`src/rtl/sp_ram_reader.sv`:
```
// sp_ram_reader: walks sp_ram from a (start, length) command and streams the words out with valid/ready/last
module sp_ram_reader #(
   parameter int WIDTH      = 8,
   parameter int DEPTH      = 8,
   parameter int LEN_WIDTH  = 16,
   localparam int ADDR_WIDTH = (DEPTH > 1) ? $clog2(DEPTH) : 1
) (
   input  logic                  clk,
   input  logic                  rst_n,
   input  logic                  cmd_valid,
   output logic                  cmd_ready,
   input  logic [ADDR_WIDTH-1:0] cmd_addr,
   input  logic [LEN_WIDTH-1:0]  cmd_len,
   output logic [ADDR_WIDTH-1:0] ram_addr,
   input  logic [WIDTH-1:0]      ram_q,
   output logic                  m_valid,
   input  logic                  m_ready,
   output logic [WIDTH-1:0]      m_data,
   output logic                  m_last,
   output logic                  busy,
   output logic                  done
);
   typedef enum logic [1:0] {IDLE, READ, LAST, FIN} state_t;
   state_t                state_q, state_d;
   logic [ADDR_WIDTH-1:0] ptr_q, ptr_d;
   logic [LEN_WIDTH-1:0]  rem_q, rem_d;
   logic                  arm_q, arm_d;
   logic                  m_valid_q, m_valid_d;
   logic [WIDTH-1:0]      m_data_q, m_data_d;
   logic                  m_last_q, m_last_d;
   logic [ADDR_WIDTH-1:0] ptr_next;
   assign ptr_next  = (ptr_q == ADDR_WIDTH'(DEPTH - 1)) ? '0 : ptr_q + 1'b1;
   assign ram_addr  = ptr_q;
   assign cmd_ready = state_q == IDLE;
   assign busy      = state_q != IDLE;
   assign done      = state_q == FIN;
   assign m_valid   = m_valid_q;
   assign m_data    = m_data_q;
   assign m_last    = m_last_q;
   // next state: load command, capture RAM words into the output slot (one settle cycle after load), drain last beat
   always_comb begin
      state_d   = state_q;
      ptr_d     = ptr_q;
      rem_d     = rem_q;
      arm_d     = 1'b0;
      m_valid_d = m_valid_q;
      m_data_d  = m_data_q;
      m_last_d  = m_last_q;
      unique case (state_q)
         IDLE: if (cmd_valid) begin
            ptr_d   = cmd_addr;
            rem_d   = cmd_len;
            arm_d   = 1'b1;
            state_d = (cmd_len == '0) ? FIN : READ;
         end
         READ: if (!arm_q && (!m_valid_q || m_ready)) begin
            m_data_d  = ram_q;
            m_valid_d = 1'b1;
            ptr_d     = ptr_next;
            rem_d     = rem_q - 1'b1;
            if (rem_q == LEN_WIDTH'(1)) begin
               m_last_d = 1'b1;
               state_d  = LAST;
            end
         end
         LAST: if (m_ready) begin
            m_valid_d = 1'b0;
            m_last_d  = 1'b0;
            state_d   = FIN;
         end
         FIN: state_d = IDLE;
         default: state_d = IDLE;
      endcase
   end
   // state registers; reset aborts any command without a done pulse
   always_ff @(posedge clk or negedge rst_n) begin
      if (!rst_n) begin
         state_q   <= IDLE;
         ptr_q     <= '0;
         rem_q     <= '0;
         arm_q     <= 1'b0;
         m_valid_q <= 1'b0;
         m_data_q  <= '0;
         m_last_q  <= 1'b0;
      end else begin
         state_q   <= state_d;
         ptr_q     <= ptr_d;
         rem_q     <= rem_d;
         arm_q     <= arm_d;
         m_valid_q <= m_valid_d;
         m_data_q  <= m_data_d;
         m_last_q  <= m_last_d;
      end
   end
endmodule

```
`config.mk`:
```
export PLATFORM = sky130hd
export DESIGN_NAME = sp_ram_reader
export DESIGN_NICKNAME = d
export VERILOG_FILES = /design/src/rtl/sp_ram_reader.sv
export SDC_FILE = /design/constraint.sdc
export NUM_CORES = 1
export LEC_CHECK = 0
export CORE_AREA = 5 5 97 76
export CTS_BUF_LIST = sky130_fd_sc_hd__clkbuf_4 sky130_fd_sc_hd__clkbuf_8
export CTS_CLUSTER_SIZE = 25
export DETAILED_ROUTE_END_ITERATION = 12
export DIE_AREA = 0 0 102 81
export SLEW_MARGIN = 20
export SYNTH_ARGS = -nofsm -noshare
export SYNTH_HDL_FRONTEND = slang
export SYNTH_SLANG_ARGS = --single-unit
```
`constraint.sdc`:
```
create_clock -name clk -period 4.2 [get_ports clk]
set_input_delay 0.42 -clock clk [delete_from_list [all_inputs] [get_ports clk]]
set_output_delay 0.42 -clock clk [all_outputs]
set_load 0.02 [all_outputs]
```
==> summary.txt, run 1 <==
run metrics: status=finished, final reports clean, global route overflow=0, Clock buf/inv share=about 4.2%, post-CTS setup buffer count=0, Seq power=0.641 mW, Clock Skews=8.92 ps, #MultiIn Comb=162, largest net degree at the start of global routing=44, Worst Tran Pin Value=985 ps, first-pass GRT wire length=9470 um, endpoints failing hold=0, # diodes=0, Non-clock buffer share=a little under a fifth, Via-to-Cell Ratio=about 5.5, Period minus WS final=2750 ps, Log Warnings=30, Clk. pwr=0.304 mW, Worst path slowest cell=o21ai_1, post-cts sizing count=0, Routed Antenna Nets=0, Synth Seq Share=39.8%, Top logic family=AND-OR/OR-AND gates, largest fanout on the critical path=43, area post-placement=2560 um2
==> run 1: metrics by stage <==
stage	utilization, %	total power, mW
after floorplan	-	1.41
after global placement	41.1	1.79
after detailed placement	41.1	1.81
after CTS	42.9	2.12
after global routing	42.9	2.27
final	42.9	2.11
==> run 1: cells by family (layout without fill, tap and decap cells) <==
logic type | Yosys count | after routing
simple gates | 78 | 78
compound gates | 64 | 64
flops | 32 | 32
buf+inv | 19 | 65
mux | 12 | 12
fa+ha+maj | 8 | 8
==> run 1: flip-flops by register name, indices dropped and copies added, names as in the netlist <==
signal    count
state_q       2
ram_addr      3
arm_q         1
m_last        1
m_data        8
m_valid       1
rem_q        16
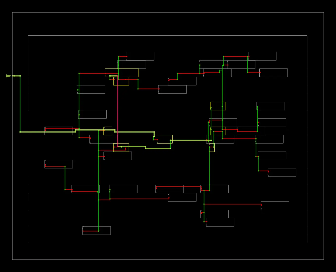
Run 1: the clock network
CTS Sinks: 32
registers: 32

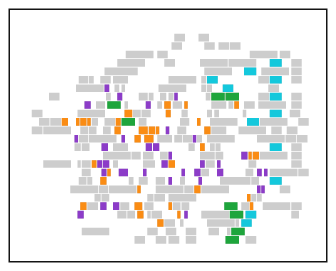
Run 1: selected gate families
| colour | family | cells | most used |
|---|---|---|---|
| orange | NOR gates | 35 | nor2_1 |
| green | adder and majority cells | 8 | ha_1 |
| cyan | multiplexers | 12 | mux2_2 |
| purple | NAND gates | 35 | nand2_1 |
most frequent logic cell in the layout: clkdlybuf4s50_1
combinational share of cell area: 42.8%

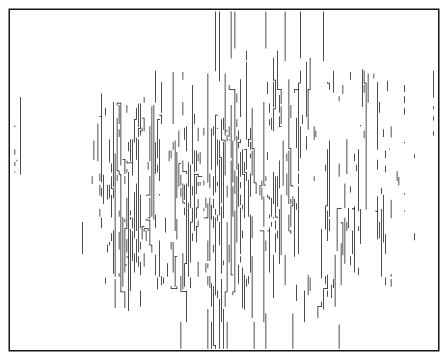
Run 1: M2 wires
nets with wire on the layer: 239
main direction: vertical
wire length on this layer: 2570 um
Detailed Route WL: 5830 um
vias: 1868
global routing met2 resource utilization: 21.6%

==> run 2: changes to the inputs <==
==> constraint.sdc (replaced) <==
create_clock -name clk -period 2.6 [get_ports clk]
set_input_delay 0.26 -clock clk [delete_from_list [all_inputs] [get_ports clk]]
set_output_delay 0.26 -clock clk [all_outputs]
set_load 0.02 [all_outputs]
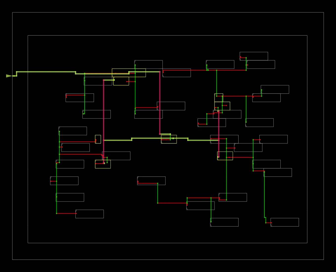
Run 2: the clock network
Clk Latency, worst-skew pair: 290 ps
CTS Buf Count: 5
Clock Skews: 11.7 ps

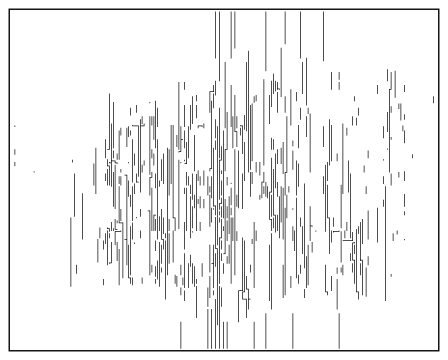
Run 2: M2 wires
longest straight run: 30.3 um
wire length on this layer: 2480 um
share of all routed wire: 43%
vias: 1898
global routing met2 resource utilization: 22.4%
Detailed Route WL: 5830 um

==> summary.txt, run 2 <==
run metrics: status=finished, final reports clean, Routed Antenna Nets=0, most frequent logic cell in the layout=clkdlybuf4s50_1, area post-placement=2590 um2, cell area after layout=around 2700 um2, largest net degree at the start of global routing=33, Synth Seq Share=39.8%, Critical path origin=rem_q[1]$_DFFE_PN0P_, Reg2Reg Capture Point=state_q[0]$_DFFE_PN0P_, Worst Tran Pin Value=roughly 660 ps, global route overflow=0, Biggest register=rem_q, Pint=1.94 mW, max reg flops=16, CTS Sinks=32, post-CTS setup buffer count=0, total die area=8260 um2, Worst path slowest cell=or4b_4, # diodes=0, first-pass GRT wire length=between 9000 and 10000 um, fin util=between 40% and 50%, CP Launch Type=register, Area leader share=39.8%, Log Warnings=30, Period minus WS final=2370 ps, CP Capture Point=state_q[0]$_DFFE_PN0P_, largest fanout on the critical path=5, post-cts sizing count=0, Seq power=between 1 and 1.5 mW, DRT met1 WL=2780 um, Via-to-Cell Ratio=5.50, initial drt markers=roughly 190, Power, Total=3.46 mW
## run 2: cells by family (layout without fill, tap and decap cells)
family                     Yosys count  in the layout  share of synthesized area, %
and+or+nand+nor                     78             78                          21.5
adders and majority gates            8              8                          4.97
buffers and inverters               19             70                          3.54
muxes                               12             12                          6.46
DFF                                 32             32                          39.8
AOI/OAI and AO/OA                   64             64                          23.8
## run 2: cell type report
| class | count | area, um2 | area share (%) |
|---|---|---|---|
| Multi-Input combinational cell | 162 | 1140 | 42.2 |
| Clock buffer | 6 | 76.3 | 2.82 |
| Sequential cell | 32 | 801 | 29.6 |
| Timing Repair Buffer | 54 | 520 | 19.2 |
| Inverter | 8 | 30.0 | 1.11 |
| Tap cell | 81 | 101 | 3.74 |
| Clock inverter | 2 | 35.0 | 1.29 |
Power figures rest on the tool's default switching activity, not on a simulated workload.
